Design pipe_seq_ctrl_flat, sky130hd; sources not shown.
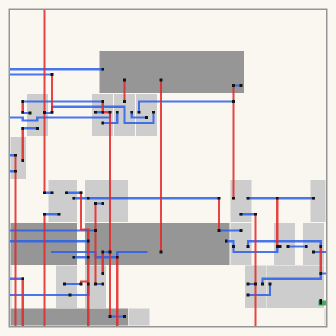
closeup.png
Region (56, 56) to (76, 76) µm. Cells in grey, sequential cells in the stronger grey; small squares are vias.
blue -> M1
red -> M2
green -> M3
sequential cells in the window = 2
cells with their middle in the window = 17
most frequent = nand2_1 (8)

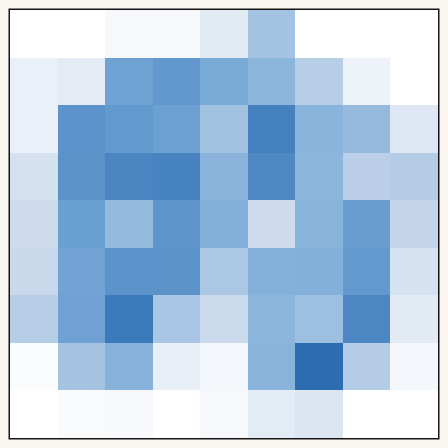
util_map.png
9 x 9 tiles, from white (low) to dark blue (high), 0 to 100% covered.
densest ninth of the die = centre
emptiest ninth of the die = north-east
fullest tile = 76%
mean over tiles = 32%
nearly empty tiles = 14%
Core ar.: 0.00589 mm²
post-layout util: 42.8%
Initial Utilization: 32.7%

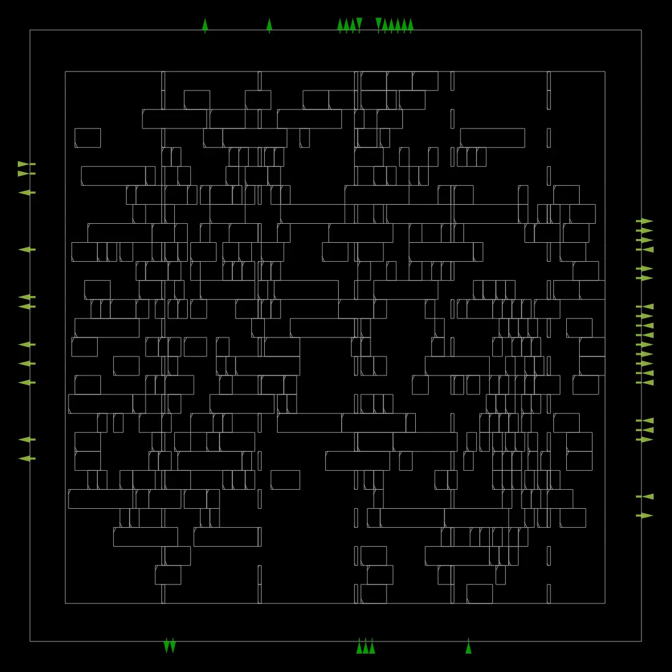
placed.png
flop count: 31
# Taps: 75
flop share of the area: 30.8%
fillers: 634

==> flow_metrics.tcl <==
# implementation run metrics
set metrics [dict create \
    p_switching_w 0.000437 \
    cts_tree "yes" \
    cp-start-kind "primary input" \
    slew_viol_final 0 \
    syn_area_mm2 0.00192 \
    hp-class "reg2reg" \
    grt_pass1_wl_mm 8.03 \
    yosysWarnings 0 \
    worst_pin_slew_ns 0.402 \
    switching_share_pct 37.4 \
    reg2reg_setup_slack_ns 2.28 \
    antenna_cells 0 \
    lay_top_cells "nand2_1 (112), clkdlybuf4s50_1 (48), dfrtp_1 (31)" \
    powerDensity_mw_per_mm2 464 \
    drt_first_pass_iters 4 \
    io_buffers 48 \
    status "completed" \
    clock_skew_ns 0.00615 \
    maxCapViolCount 0 \
    grt_antenna_before_repair 0 \
    rows 28 \
    io_pins 49 \
    ys_seq_share_pct 40.3 \
    cts_sinks 31 \
    largest_register_ffs 16 \
    synthesis.nets 291 \
    layout_top_cell "nand2_1" \
    cp_max_fo 7 \
    finalHoldViolations 0 \
    rsz0062_at_grt "no" \
    layout-drive-gt1-share_pct 7.23 \
    wl_per_cell_um 12.2 \
    synth_top_area_share_pct 40.3 \
    critical_path_arrival_ns 2.83 \
    ff2ff_path_depth 9 \
    setup_viol 0 \
    area_growth_pct 30.9 \
    setup_tns_ns 0 \
    insertion_delay_ns 0.28 \
    vias 1742 \
    synth_cells 273 \
    cts-root-buf "clkbuf_8" \
    layout_min_cycle_time_ns 3.88 \
    intPower_w 0.000732 \
    first_global_vias 1759 \
    grt_max_degree 32 \
    fmax_mhz 258 \
    layout.nets 336 \
    cts_buffer_depth 2 \
    crit_type "in2out" \
    power.share.clock_pct 20.7 \
    globalRouteTotalUtil_pct 13.4 \
    dpl.cell_count 386 \
    post-route-period-util_pct 92.4 \
    topCellsByArea "dfrtp_1 (40%), nand2_1 (22%), nand3_1 (7.0%)" \
    die_h_um 87.5 \
    timing.hold.ws_ns 0.474 \
    tool_warnings 26 \
    slew_headroom_pct 73.2 \
]
area by class of cell:
| type | count | area, µm² |
|---|---|---|
| inverter | 32 | 120 |
| tap | 75 | 93.8 |
| timing repair buffer | 51 | 503 |
| fill | 634 | 3370 |
| sequential | 31 | 776 |
| multi-input combinational | 197 | 940 |
| clock inverter | 1 | 5.00 |
| clock buffer | 6 | 82.6 |
worst max-delay path: stages:
cell	delay [ns]
clkdlybuf4s50_1	0.50
inv_1	0.06
nor2_1	0.09
nor2_1	0.06
nand2_1	0.06
nand2_1	0.05
nand2_1	0.07
nand2_1	0.07
nand2_2	0.15
nand2_4	0.06
nor2_1	0.11
clkdlybuf4s50_1	0.52
per-stage QoR:
stage / setup WS (ns) / util, % / cell area [µm²]
global placement: 0.307 / 41.3 / 2430
CTS: 0.303 / 42.8 / 2520
global route: 0.141 / 42.8 / 2520
detailed placement: 0.316 / 41.3 / 2430
finish: 0.319 / 42.8 / 2520
floorplan: 1.03 / - / 1920
cells by family (layout without fill, tap and decap cells):
kind of cell,after synthesis,after routing,share of synthesized area [%]
DFF,31,31,40.3
xor gates and xnor gates,14,14,6.37
and+or+nand+nor,172,172,39.2
buffers and inverters,45,90,10.9
adders and majority gates,1,1,0.650
AOI/OAI and AO/OA,10,10,2.60
routing by layer:
metal,GRT usage (%),up-vias,share of wire [%]
met5,0,-,0
li1,-,914,-
met1,16.0,780,44
met2,23.1,43,48
met4,3.77,0,1.4
met3,4.14,5,6.5
cells in the mapped netlist:
cell type and count:
xor2_1 10, clkbuf_1 2, ha_1 1, buf_6 1, nand2_1 112, nand3_2 1, nand4_1 1, xnor2_1 4
nand3_1 27, a21oi_1 2, nor2_2 1, inv_1 29, nor3_1 4, inv_2 3, buf_4 8, dfrtp_1 31
o21ai_0 8, nand2_4 2, nor2_4 2, buf_2 2, nor3_2 1, nor2_1 18, nand4_4 1, nand2_2 2
power groups by stage:
stage / registers, W / clock network (W) / logic, W
2_1_floorplan: 0.000456 / 0 / 0.000298
3_3_place_gp: 0.000472 / 0 / 0.000470
3_5_place_dp: 0.000472 / 0 / 0.000471
4_1_cts: 0.000467 / 0.000252 / 0.000473
5_1_grt: 0.000483 / 0.000265 / 0.000529
6_report: 0.000465 / 0.000242 / 0.000461
No activity file was given, so power comes from the tool's default toggle rates.
